### The clock network, run 1

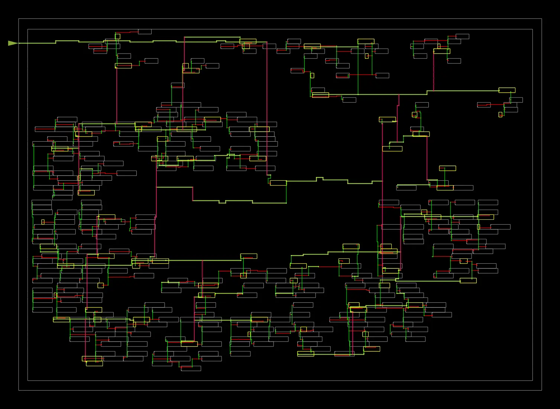
### Routed clock nets over the placement, run 1

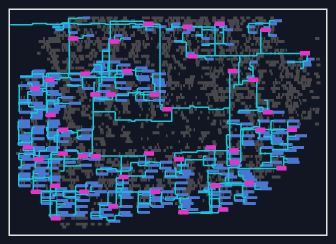
### Floorplan with the power grid, run 1

Scale bar: 100 um. Pins as bars on the die edge.
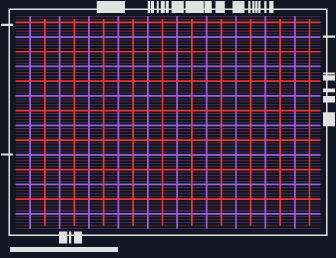
--- config.mk ---
export PLATFORM = sky130hd
export DESIGN_NAME = axioma_cpu
export DESIGN_NICKNAME = d
export VERILOG_FILES = /design/src/rtl/axioma_pkg.sv /design/src/rtl/axioma_decoder.sv /design/src/rtl/axioma_cpu.sv
export SDC_FILE = /design/constraint.sdc
export NUM_CORES = 1
export LEC_CHECK = 0
export CORE_ASPECT_RATIO = 0.7
export CORE_MARGIN = 5
export CORE_UTILIZATION = 35
export CTS_BUF_LIST = sky130_fd_sc_hd__clkbuf_8 sky130_fd_sc_hd__clkbuf_16
export CTS_CLUSTER_DIAMETER = 40
export DETAILED_ROUTE_END_ITERATION = 6
export GPL_TIMING_DRIVEN = 0
export HOLD_SLACK_MARGIN = 0.12
export SYNTH_ARGS = -nofsm -noshare
export SYNTH_HDL_FRONTEND = slang
export SYNTH_SLANG_ARGS = --single-unit
--- constraint.sdc ---
create_clock -name clk -period 11.3 [get_ports clk]
set_clock_uncertainty 0.15 [all_clocks]
set_input_delay 2.26 -clock clk [delete_from_list [all_inputs] [get_ports clk]]
set_output_delay 2.26 -clock clk [all_outputs]
set_load 0.01 [all_outputs]
--- src/rtl/axioma_pkg.sv ---
// Shared types for the axioma_cpu core: opcode classes produced by the
// decoder, the two-state run/halt FSM encoding, SREG bit positions and the
// decoded-instruction record passed from decoder to datapath.
package axioma_pkg;

  typedef enum logic [4:0] {
    OP_NOP, OP_ADD, OP_ADC, OP_SUB, OP_SBC, OP_AND, OP_OR, OP_EOR,
    OP_MOV, OP_CP, OP_CPC, OP_LDI, OP_CPI, OP_SUBI, OP_ANDI, OP_ORI,
    OP_RJMP, OP_BRBS, OP_BRBC, OP_LD, OP_ST, OP_BAD
  } op_e;

  typedef enum logic {ST_RUN, ST_HALT} state_e;

  localparam int SREG_C = 0;
  localparam int SREG_Z = 1;
  localparam int SREG_N = 2;
  localparam int SREG_V = 3;
  localparam int SREG_S = 4;
  localparam int SREG_H = 5;
  localparam int SREG_T = 6;
  localparam int SREG_I = 7;

  typedef struct packed {
    op_e        op;
    logic [4:0] rd;    // destination / first operand
    logic [4:0] rr;    // second operand register (store source for ST)
    logic [7:0] imm;   // K for immediate forms
    logic [11:0] k12;  // RJMP offset
    logic [6:0] k7;    // branch offset
    logic [2:0] bsel;  // SREG bit tested by BRBS/BRBC
  } dec_t;

endpackage

--- src/rtl/axioma_decoder.sv ---
// Pure combinational AVR-subset decoder.
//   instr                   : 16-bit instruction word
//   dec                     : decoded op class and operand fields
//   unsupported_instruction : high for any encoding outside the subset
module axioma_decoder
  import axioma_pkg::*;
(
  input  logic [15:0] instr,
  output dec_t        dec,
  output logic        unsupported_instruction
);

  always_comb begin
    dec.op   = OP_BAD;
    dec.rd   = {instr[8], instr[7:4]};
    dec.rr   = {instr[9], instr[3:0]};
    dec.imm  = {instr[11:8], instr[3:0]};
    dec.k12  = instr[11:0];
    dec.k7   = instr[9:3];
    dec.bsel = instr[2:0];
    casez (instr)
      16'b0000_0000_0000_0000: dec.op = OP_NOP;
      16'b0000_01??_????_????: dec.op = OP_CPC;
      16'b0000_10??_????_????: dec.op = OP_SBC;
      16'b0000_11??_????_????: dec.op = OP_ADD;
      16'b0001_01??_????_????: dec.op = OP_CP;
      16'b0001_10??_????_????: dec.op = OP_SUB;
      16'b0001_11??_????_????: dec.op = OP_ADC;
      16'b0010_00??_????_????: dec.op = OP_AND;
      16'b0010_01??_????_????: dec.op = OP_EOR;
      16'b0010_10??_????_????: dec.op = OP_OR;
      16'b0010_11??_????_????: dec.op = OP_MOV;
      16'b0011_????_????_????: dec.op = OP_CPI;
      16'b0101_????_????_????: dec.op = OP_SUBI;
      16'b0110_????_????_????: dec.op = OP_ORI;
      16'b0111_????_????_????: dec.op = OP_ANDI;
      16'b1100_????_????_????: dec.op = OP_RJMP;
      16'b1110_????_????_????: dec.op = OP_LDI;
      16'b1111_00??_????_????: dec.op = OP_BRBS;
      16'b1111_01??_????_????: dec.op = OP_BRBC;
      16'b1001_000?_????_1100: dec.op = OP_LD;
      16'b1001_001?_????_1100: dec.op = OP_ST;
      default:                 dec.op = OP_BAD;
    endcase
    // Immediate forms only reach the upper register half.
    if (dec.op inside {OP_LDI, OP_CPI, OP_SUBI, OP_ANDI, OP_ORI})
      dec.rd = {1'b1, instr[7:4]};
    // ST encodes its source register in the Rd field.
    if (dec.op == OP_ST)
      dec.rr = {instr[8], instr[7:4]};
    unsupported_instruction = (dec.op == OP_BAD);
  end

endmodule

--- src/rtl/axioma_cpu.sv ---
// Single-cycle AVR-subset core with 32x8 register file, inline ALU and
// X-pointer LD/ST over a ready-handshaked data port.
//   clk, reset                     : clock, synchronous active-high reset
//   program_addr/data/ready        : instruction fetch (addr = PC)
//   data_addr/out/in/read/write/ready : data port used by LD/ST
//   cpu_halted, status_reg         : HALT indication, SREG
//   debug_pc/instruction/reg_r16/r17 : observation
module axioma_cpu
  import axioma_pkg::*;
#(
  parameter logic [15:0] RESET_PC = 16'h0000
) (
  input  logic        clk,
  input  logic        reset,
  output logic [15:0] program_addr,
  input  logic [15:0] program_data,
  input  logic        program_ready,
  output logic [15:0] data_addr,
  output logic [7:0]  data_out,
  input  logic [7:0]  data_in,
  output logic        data_read,
  output logic        data_write,
  input  logic        data_ready,
  output logic        cpu_halted,
  output logic [7:0]  status_reg,
  output logic [15:0] debug_pc,
  output logic [15:0] debug_instruction,
  output logic [7:0]  debug_reg_r16,
  output logic [7:0]  debug_reg_r17
);

  state_e      state;
  logic [15:0] pc;
  logic [7:0]  sreg;
  logic [7:0]  rf [0:31];

  dec_t dec;
  logic unsupported;

  axioma_decoder decoder_inst (
    .instr                   (program_data),
    .dec                     (dec),
    .unsupported_instruction (unsupported)
  );

  logic [7:0]  a, b, res;
  logic        cin, we, done, rd_c, wr_c, active;
  logic [8:0]  sum9, dif9;
  logic [7:0]  sreg_n;
  logic [15:0] pc_n;

  assign active = (state == ST_RUN) && program_ready;

  always_comb begin
    a    = rf[dec.rd];
    b    = (dec.op inside {OP_LDI, OP_CPI, OP_SUBI, OP_ANDI, OP_ORI}) ? dec.imm : rf[dec.rr];
    cin  = (dec.op inside {OP_ADC, OP_SBC, OP_CPC}) ? sreg[SREG_C] : 1'b0;
    sum9 = {1'b0, a} + {1'b0, b} + {8'd0, cin};
    dif9 = {1'b0, a} - {1'b0, b} - {8'd0, cin};
    res    = 8'h00;
    we     = 1'b0;
    done   = 1'b1;
    rd_c   = 1'b0;
    wr_c   = 1'b0;
    sreg_n = sreg;
    pc_n   = pc + 16'd1;
    case (dec.op)
      OP_ADD, OP_ADC: begin
        res = sum9[7:0];
        we  = 1'b1;
        sreg_n[SREG_C] = sum9[8];
        sreg_n[SREG_H] = (a[3] & b[3]) | (b[3] & ~res[3]) | (~res[3] & a[3]);
        sreg_n[SREG_V] = (a[7] == b[7]) && (res[7] != a[7]);
        sreg_n[SREG_N] = res[7];
        sreg_n[SREG_Z] = (res == 8'h00);
        sreg_n[SREG_S] = sreg_n[SREG_N] ^ sreg_n[SREG_V];
      end
      OP_SUB, OP_SBC, OP_SUBI, OP_CP, OP_CPC, OP_CPI: begin
        res = dif9[7:0];
        we  = dec.op inside {OP_SUB, OP_SBC, OP_SUBI};
        sreg_n[SREG_C] = dif9[8];
        sreg_n[SREG_H] = (~a[3] & b[3]) | (b[3] & res[3]) | (res[3] & ~a[3]);
        sreg_n[SREG_V] = (a[7] != b[7]) && (res[7] != a[7]);
        sreg_n[SREG_N] = res[7];
        // Carry-chained forms keep Z only if every byte so far was zero.
        sreg_n[SREG_Z] = (dec.op inside {OP_SBC, OP_CPC}) ? (sreg[SREG_Z] & (res == 8'h00))
                                                         : (res == 8'h00);
        sreg_n[SREG_S] = sreg_n[SREG_N] ^ sreg_n[SREG_V];
      end
      OP_AND, OP_ANDI, OP_OR, OP_ORI, OP_EOR: begin
        res = (dec.op inside {OP_AND, OP_ANDI}) ? (a & b) :
              (dec.op inside {OP_OR, OP_ORI})   ? (a | b) : (a ^ b);
        we  = 1'b1;
        sreg_n[SREG_V] = 1'b0;
        sreg_n[SREG_N] = res[7];
        sreg_n[SREG_Z] = (res == 8'h00);
        sreg_n[SREG_S] = res[7];
      end
      OP_MOV, OP_LDI: begin
        res = b;
        we  = 1'b1;
      end
      OP_RJMP: pc_n = pc + 16'd1 + {{4{dec.k12[11]}}, dec.k12};
      OP_BRBS: if (sreg[dec.bsel])  pc_n = pc + 16'd1 + {{9{dec.k7[6]}}, dec.k7};
      OP_BRBC: if (!sreg[dec.bsel]) pc_n = pc + 16'd1 + {{9{dec.k7[6]}}, dec.k7};
      OP_LD: begin
        rd_c = 1'b1;
        res  = data_in;
        we   = data_ready;
        done = data_ready;
      end
      OP_ST: begin
        wr_c = 1'b1;
        done = data_ready;
      end
      default: ;
    endcase
  end

  assign data_read  = active & rd_c;
  assign data_write = active & wr_c;
  assign data_addr  = (data_read || data_write) ? {rf[27], rf[26]} : 16'h0000;
  assign data_out   = data_write ? rf[dec.rr] : 8'h00;

  assign program_addr  = pc;
  assign debug_pc      = pc;
  assign status_reg    = sreg;
  assign debug_reg_r16 = rf[16];
  assign debug_reg_r17 = rf[17];

  always_ff @(posedge clk) begin
    if (reset) begin
      state             <= ST_RUN;
      cpu_halted        <= 1'b0;
      pc                <= RESET_PC;
      sreg              <= 8'h00;
      debug_instruction <= 16'h0000;
      for (int i = 0; i < 32; i++) rf[i] <= 8'h00;
    end else begin
      case (state)
        ST_RUN: begin
          if (program_ready) begin
            if (unsupported) begin
              state      <= ST_HALT;
              cpu_halted <= 1'b1;
            end else if (done) begin
              pc                <= pc_n;
              sreg              <= sreg_n;
              debug_instruction <= program_data;
              if (we) rf[dec.rd] <= res;
            end
          end
        end
        ST_HALT: ;
        default: ;
      endcase
    end
  end

endmodule

==> changes_impl.md, run 1 <==
### Physical design

- Status: finished, violations left
- Failing checks: capacitance limit, slew limit, setup timing
- Iter 0 DRT Violations: 3,271
- Routed vias/inst: 6.23
- Final worst slack: -237 ps
- Post-synth area from yosys stat: 0.0194 mm^2
- RSZ-0062 raised after global routing: false
- Setup TNS: -6120 ps
- Post-DP HPWL: 70.8 mm
- Fin area: 0.0233 mm^2
- Gpl congestion: 1.07
- Root Buffer: clkbuf_16
- Most frequent cells in the layout: 353 x nor2_1, 256 x edfxtp_1, 234 x nand2_1
- First-pass GRT wire length: 129 mm
- Crit Path Class: input pin to flip-flop
- Post-synth seq share: 43.7%
- Worst Path Required: 11,500 ps
- Worst EP arrival: 11,740 ps
- Vias in the first global route: 16,900
- Final design utilization: 42.2%
- Synth Flop Type: edfxtp_1
- Tool Warnings: 41
- Top cell excl fill/tap: nor2_1
- Top-area cell share: 39.5%
- Syn. warnings: 0
- Critical path endpoint category: flip-flop
- Max cap viols: 2
- Initial Util: 35.3%
- Post-synth area hogs: edfxtp_1 40%, mux4_2 7.6%, nor2_1 6.8%
- Maximum fanout along the worst path: 10
- Clock-pin transition on the worst setup and hold timing paths: 60 ps
- Max reg flops: 256
- # IOs: 127
- Placed instance count: 2,858
- CTS tree: yes
- Tot GR Track Use: 29.7%
- First-pass detailed-route iteration total: 6
- Final period util: 102%
- Die area: 0.0604 mm^2
- Initial antenna violation count: 2
- Worst skew pair latency: 610 ps
- ANT nets after route: 0
- Mapped Cells: 1,993
- EDFF count, synth: 256
- CTS H-tree lvls: 2
- Fmax achieved: 86.7 MHz
- GR Overflow Total: 0
- Pin count of the biggest net entering global routing: 16
- Hold crit path type: flip-flop to flip-flop
- DR vias: 18,300
- Row count: 72
- Async SR Flop Fraction: 0%
- Final hold violations: 0
- Final setup viols: 30
- Port Buffer Count: 121
- Post-route DRC violation count: 0
- Yosys cell types: 82
- CP startpoint kind: input pin
- Final wirelength: 93.7 mm
- Most flops, register: rf
- DP Area: 0.0216 mm^2
- Synth flops: 296
- Slew headroom: -1.70%
- Final cell count without fillers: 2,943
- Pleak: 8.51 nW
- Pwr Density: 159 mW/mm^2
- Fraction of layout cells with a size suffix above 1: 12.7%
- Synthesis-to-layout area growth: 19.7%
- Final #Nets: 2,260
- CTS Hold Bufs: 0
- Transition time of the tightest slew-check pin: 1530 ps
- Max Root-Sink Buffers: 3
- WL/cell: 31.8 um
- Period minus WS final: 11,540 ps
- Pwr Total: 3.70 mW
- Mapped Area: 0.0194 mm^2
- Syn Area/Cell: 9.75 um^2
- Max-slew violations: 17
- Area leader, netlist: edfxtp_1
- Cells in synth_stat.txt: 1,993
Notes on 'The clock network' above:
Clk power: 1.45 mW
Sink Count: 296
registers: 296
clock buf count: 46
CTS Buf Count: 45

Notes on 'Routed clock nets over the placement' above:
- blue: flip-flops (count 296)
- magenta: clock-net drivers (count 45)
- cyan: clock wires (length 4,580 um)
- flops lie: spread over the die

Notes on 'Floorplan with the power grid' above:
- purple: VSS
- red: VDD
- met5 straps: 14
- rows: 72
- met4 straps: 20
- met1 rails: 73
- signal pins: 127
Peak VDD IR: 0.121 mV
Core ar.: 0.0551 mm^2
Die Wd: 292 um
Chip Height: 207 um

-- run 1: per-layer routing --
metal  global-route usage [%]  vias up  routed length (um)
met5                        0        -                  13
met2                     38.9     1394               36000
met4                     7.62        2                2550
met1                     45.5     9131               41100
li1                         -     7642                   -
met3                     11.2      180               14100
-- run 1: area by class of cell --
| cell class | count | area, um^2 |
|---|---|---|
| tap | 740 | 926 |
| clock inverter | 35 | 409 |
| buffer | 143 | 714 |
| inverter | 52 | 195 |
| antenna | 2 | 5.00 |
| multi-input combinational | 1503 | 10100 |
| clock buffer | 46 | 1150 |
| sequential | 296 | 8490 |
| fill | 5410 | 31900 |
| timing repair buffer | 126 | 1250 |
-- run 1: worst max-delay path, stage by stage --
cell             delay (ps)
clkdlybuf4s50_1         550
buf_2                   540
buf_2                   610
clkbuf_1                660
buf_1                  1040
buf_1                  1080
mux4_2                  470
o22ai_1                 150
nor4_1                 1110
ha_1                    440
ha_1                    430
o21ai_0                 210
nor2b_1                 200
xnor2_1                 150
a221oi_1                260
o21ai_0                 230
a221oi_2                750
buf_2                   450
nor2_1                   80
-- run 1: cells in the mapped netlist (20+ instances only) --
library cell / count
a211oi_1: 24
a21oi_1: 82
a22oi_1: 25
a31oi_1: 23
and3_1: 33
buf_1: 22
buf_2: 43
buf_4: 20
clkbuf_1: 56
dfxtp_1: 40
edfxtp_1: 256
ha_1: 58
inv_1: 49
mux2i_1: 80
mux4_2: 66
nand2_1: 234
nand2_2: 32
nand2b_1: 51
nand3_1: 76
nor2_1: 353
nor3_1: 26
o21ai_0: 45
o22ai_1: 25
xnor2_1: 37
-- run 1: power breakdown --
group,total [mW],switching [mW],leakage (nW),internal (mW)
sequential,1.27,0.0428,2.96,1.23
combinational,0.977,0.671,4.77,0.306
clock,1.45,0.594,0.782,0.857
-- run 1: timing repair --
action                                  in CTS  in global routing
resized                                     16                  6
pin swaps                                    1                  1
buffers inserted                             0                  2
endpoints found under the setup margin     161                 61
-- run 1: final timing paths --
kind              depth (start not counted)  slack (ps)              endpoint                 start
setup / recovery                         19        -240             rf[18][6]       program_data[4]
hold / removal                            2         310  debug_instruction[7]  debug_instruction[7]
setup reg to reg                         20        4990              rf[3][7]              rf[5][0]
hold reg to reg                           2         310  debug_instruction[7]  debug_instruction[7]
-- run 1: kinds of logic (layout without fill, tap and decap cells) --
| family | Yosys count | after routing | share of synthesized area (%) |
|---|---|---|---|
| multiplexers | 153 | 153 | 12.2 |
| XOR/XNOR | 51 | 51 | 2.30 |
| other | 1 | 4 | 0.0193 |
| buffers and inverters | 195 | 402 | 4.47 |
| AND/OR/NAND/NOR | 881 | 881 | 20.7 |
| adder cells (fa/ha/maj) | 65 | 65 | 4.45 |
| flip-flops | 296 | 296 | 43.7 |
| AND-OR/OR-AND | 351 | 351 | 12.2 |
-- run 1: metrics by stage --
| stage | hold WS, ps | setup slack [ps] |
|---|---|---|
| floorplan | 278 | 3110 |
| global placement | 290 | -2880 |
| detailed placement | 298 | -2000 |
| CTS | 307 | 32.0 |
| global route | 322 | 16.0 |
| finish | 306 | -237 |
### Metal layers overlaid, run 1

Scale bar: 100 um. Only two layers are drawn.
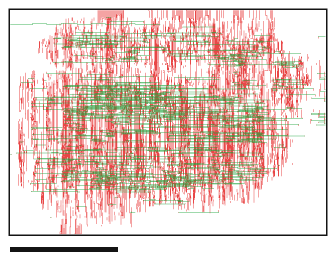

--- run 2 (diff from run 1) ---
--- a/config.mk
+++ b/config.mk
@@ -13,6 +13,8 @@
 export DETAILED_ROUTE_END_ITERATION = 6
 export GPL_TIMING_DRIVEN = 0
 export HOLD_SLACK_MARGIN = 0.12
+export REMOVE_ABC_BUFFERS = 1
+export SKIP_CTS_REPAIR_TIMING = 1
 export SYNTH_ARGS = -nofsm -noshare
 export SYNTH_HDL_FRONTEND = slang
 export SYNTH_SLANG_ARGS = --single-unit
### Metal layers overlaid, run 2

Scale bar: 100 um. Only two layers are drawn.
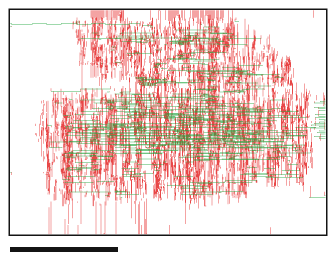
- red: M2 (wire length 30.0 mm)
- green: M3 (wire length 9,050 um)
Tot GR Track Use: 22.6%
final wirelength: 71.4 mm
DR vias: 17,000

### Placement by cell class, run 2

Fill, decap, tap and diode cells in gray.
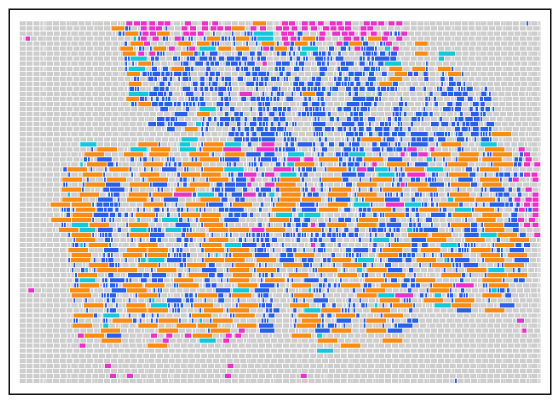
- blue: remaining logic cells (cells 1,555; share of their area 47%)
- orange: sequential cells (cells 296; share of their area 38%)
- magenta: remaining buffers and delay cells (cells 154; share of their area 7.9%)
- cyan: clock drivers and dummy loads (cells 83; share of their area 6.8%)

==> run 2 against run 1 <==
The run now ends clean. Critical path depth is 4 higher. Design area is 0.79% lower. Sequential cell count stayed put. Synthesized area is the same. Highest routed layer unchanged. Core utilization fell by 0.33 points. Fmax rose by 7.1%. First-iteration DRC count decreased by 31%. Largest power group unchanged. Total power shrank 3.7%.
==> changes_impl.md, run 2 <==
### Physical design

- Status: complete, no violations
- Slew headroom: 2.55% (+4.3 points)
- Transition time of the tightest slew-check pin: 1460 ps (-68.4 ps)
- Most frequent cells in the layout: 352 x nor2_1, 256 x edfxtp_1, 234 x nand2_1
- Final worst slack: 526 ps (+762 ps)
- # IOs: 127 (unchanged)
- Row count: 72 (unchanged)
- Max-slew violations: 0 (-17)
- Slowest stage cell, crit path: clkdlybuf4s50_1
- Max reg flops: 256 (unchanged)
- Pleak: 8.37 nW (-1.7%)
- Port Buffer Count: 124 (+2.5%)
- Hold Path Origin: debug_instruction[7]
- EDFF count, synth: 256 (unchanged)
- Top-area cell share: 39.5% (unchanged)
- GR Overflow Total: 0 (unchanged)
- Vias in the first global route: 16,200 (-4.3%)
- Pwr Total: 3.56 mW (-3.7%)
- Initial antenna violation count: 1 (-1)
- Setup TNS: 0 ps (+6120 ps)
- CP Buf/Inv Count: 4 (-3)
- Pin count of the biggest net entering global routing: 76 (+60)
- Initial Util: 35.3% (unchanged)
- CP Cell Sequence: clkdlybuf4s50_1 > or4_4 > nor4_4 > a21o_2 > buf_12 > mux2i_1 > mux2i_1 > a22oi_1 > nand3_1 > a21oi_1 > o21ai_0 > fa_1 > inv_1 > ha_1 > and3_1 > a211oi_1 > a311o_1 > nor4b_1 > a211oi_1 > o21ai_0 > a211oi_4 > buf_8 > nor2_1
- ANT nets after route: 0 (unchanged)
- Setup slack at placement: -657 ps (+1340 ps)
- Root Buffer: clkbuf_16
- Maximum fanout along the worst path: 29 (+19)
- Most frequent cells after synthesis: 353 x nor2_1, 256 x edfxtp_1, 234 x nand2_1
- Post-Synth Adder-Cell Area: 4.45% (unchanged)
- Fillcell total: 5,303 (-2.0%)
- Post-synth area hogs: edfxtp_1 40%, mux4_2 7.6%, nor2_1 6.8%
- Chip Height: 207 um (unchanged)
- Synth Flop Type: edfxtp_1
- Top-count cell post-synth: nor2_1
- Final setup viols: 0 (-100%)
- Post-synthesis mux area share: 12.2% (unchanged)
- Worst Path Required: 11,430 ps (-70 ps)
- RSZ-0062 raised after global routing: false
- Sink Count: 296 (unchanged)
- Async SR Flop Fraction: 0% (unchanged)
- CTS tree: yes
- Comb area leader: simple AND/OR/NAND/NOR gates
- CP startpoint kind: input pin
- Final period util: 95.3% (-6.7 points)
- First-pass GRT wire length: 105 mm (-18%)
- Gpl congestion: 0.988 (-7.9%)
- Final design utilization: 41.9% (-0.33 points)
- Max Root-Sink Buffers: 3 (unchanged)
- Mapped Cells: 1,993 (unchanged)
- Worst setup startpoint: program_data[1]
- Max stage delay on crit path: 910 ps (-200 ps)
- Final hold violations: 0 (unchanged)
- Post-DP HPWL: 51.1 mm (-28%)
- XOR Share, Synth: 2.30% (unchanged)
- Cell family with most CP delay: AND-OR/OR-AND gates
- Fmax achieved: 92.8 MHz (+7.1%)
- Critical R2R Launch: rf[5][0]
- Top cell excl fill/tap: nor2_1
- CTS H-tree lvls: 2 (unchanged)
- Simple-Gate Fraction of Synth Area: 20.7% (unchanged)
- Final cell count without fillers: 2,828 (-3.9%)
- Syn Area/Cell: 9.75 um^2 (unchanged)
- Synth flops: 296 (unchanged)
- DP Area: 0.0215 mm^2 (-0.58%)
- Mapped Area: 0.0194 mm^2 (unchanged)
- Placed instance count: 2,737 (-4.2%)
- Clock-pin transition on the worst setup and hold timing paths: 50 ps (about the same)
- Crit Path Class: input pin to flip-flop
- Core ar.: 0.0551 mm^2 (unchanged)
- Pwr Density: 154 mW/mm^2 (-2.9%)
- Area leader, netlist: edfxtp_1
- WL/cell: 25.2 um (-21%)
- Final #Nets: 2,145 (-5.1%)
- Max cap viols: 0 (-2)
- Critical path endpoint category: flip-flop
- Fin area: 0.0231 mm^2 (-0.79%)
- Peak VDD IR: 0.101 mV (-17%)
- CTS Buf Count: 45 (unchanged)
- Antenna diodes: 0 (-2)
- Fraction of layout cells with a size suffix above 1: 11.8% (-0.89 points)
- Post-synth seq share: 43.7% (unchanged)
- Syn. warnings: 0 (unchanged)
- Yosys cell types: 82 (unchanged)
- Post-synth area from yosys stat: 0.0194 mm^2 (unchanged)
- Die Wd: 292 um (unchanged)
- Die area: 0.0604 mm^2 (unchanged)
- Synthesis-to-layout area growth: 18.7%
- Tool Warnings: 40 (-2.4%)
### The clock network, run 2

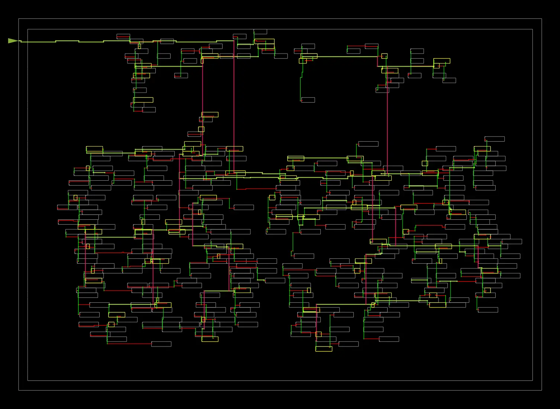
worst skew pair latency: 580 ps
Clk power: 1.39 mW

==> run 2: cell count changes in the layout (fill, tap and decap cells not counted), moves of 5 or more <==
| cell | change |
|---|---|
| buf_12 | +6 |
| buf_8 | +6 |
| clkinv_2 | +6 |
| inv_1 | -5 |
| buf_1 | -18 |
| clkbuf_2 | -7 |
| buf_16 | +8 |
| clkbuf_1 | -50 |
| buf_2 | -43 |
| buf_4 | -11 |
==> run 2: path summary, 6_finish.rpt <==
| path | endpoint | slack, ps | cells past startpoint |
|---|---|---|---|
| setup / recovery | rf[1][7] | 530 | 23 |
| hold reg to reg | debug_instruction[7] | 300 | 2 |
| hold / removal | debug_instruction[7] | 300 | 2 |
| setup reg to reg | rf[1][7] | 4730 | 19 |
==> run 2: power breakdown <==
part	internal, mW	switching [mW]	leakage, nW
sequential	1.23	0.0331	2.96
combinational	0.318	0.588	4.65
clock	0.829	0.566	0.755
==> run 2: tightest hold or removal path: stages (launching register included) <==
cell and delay (ps):
dfxtp_1 300, nand2_1 50, a21oi_1 50
==> run 2: logic make-up (layout without fill, tap and decap cells) <==
group	count (synthesis)	after routing
other	1	2
AOI/OAI and AO/OA	351	351
adders and majority gates	65	65
and+or+nand+nor	881	881
DFF	296	296
buffers and inverters	195	289
xor gates and xnor gates	51	51
muxes	153	153
==> run 2: final cells by class <==
type	instances	area, um^2	share of cell area, %
clock inverters	37	345	1.50
flip-flops and latches	296	8490	36.8
clock buffers	46	1150	4.99
well taps	740	926	4.01
multi-input cells	1503	10200	44.3
repair buffers	154	1750	7.57
inverters	52	195	0.846
==> run 2: per-layer routing <==
metal | part of all wire [%] | track usage (%) | up-vias
met5 | 0.018 | 0 | -
met4 | 2.2 | 4.96 | 2
met3 | 13 | 6.50 | 132
met2 | 42 | 32.6 | 1088
met1 | 43 | 33.8 | 8371
li1 | - | - | 7410
Power is estimated from default activity; no workload was simulated.
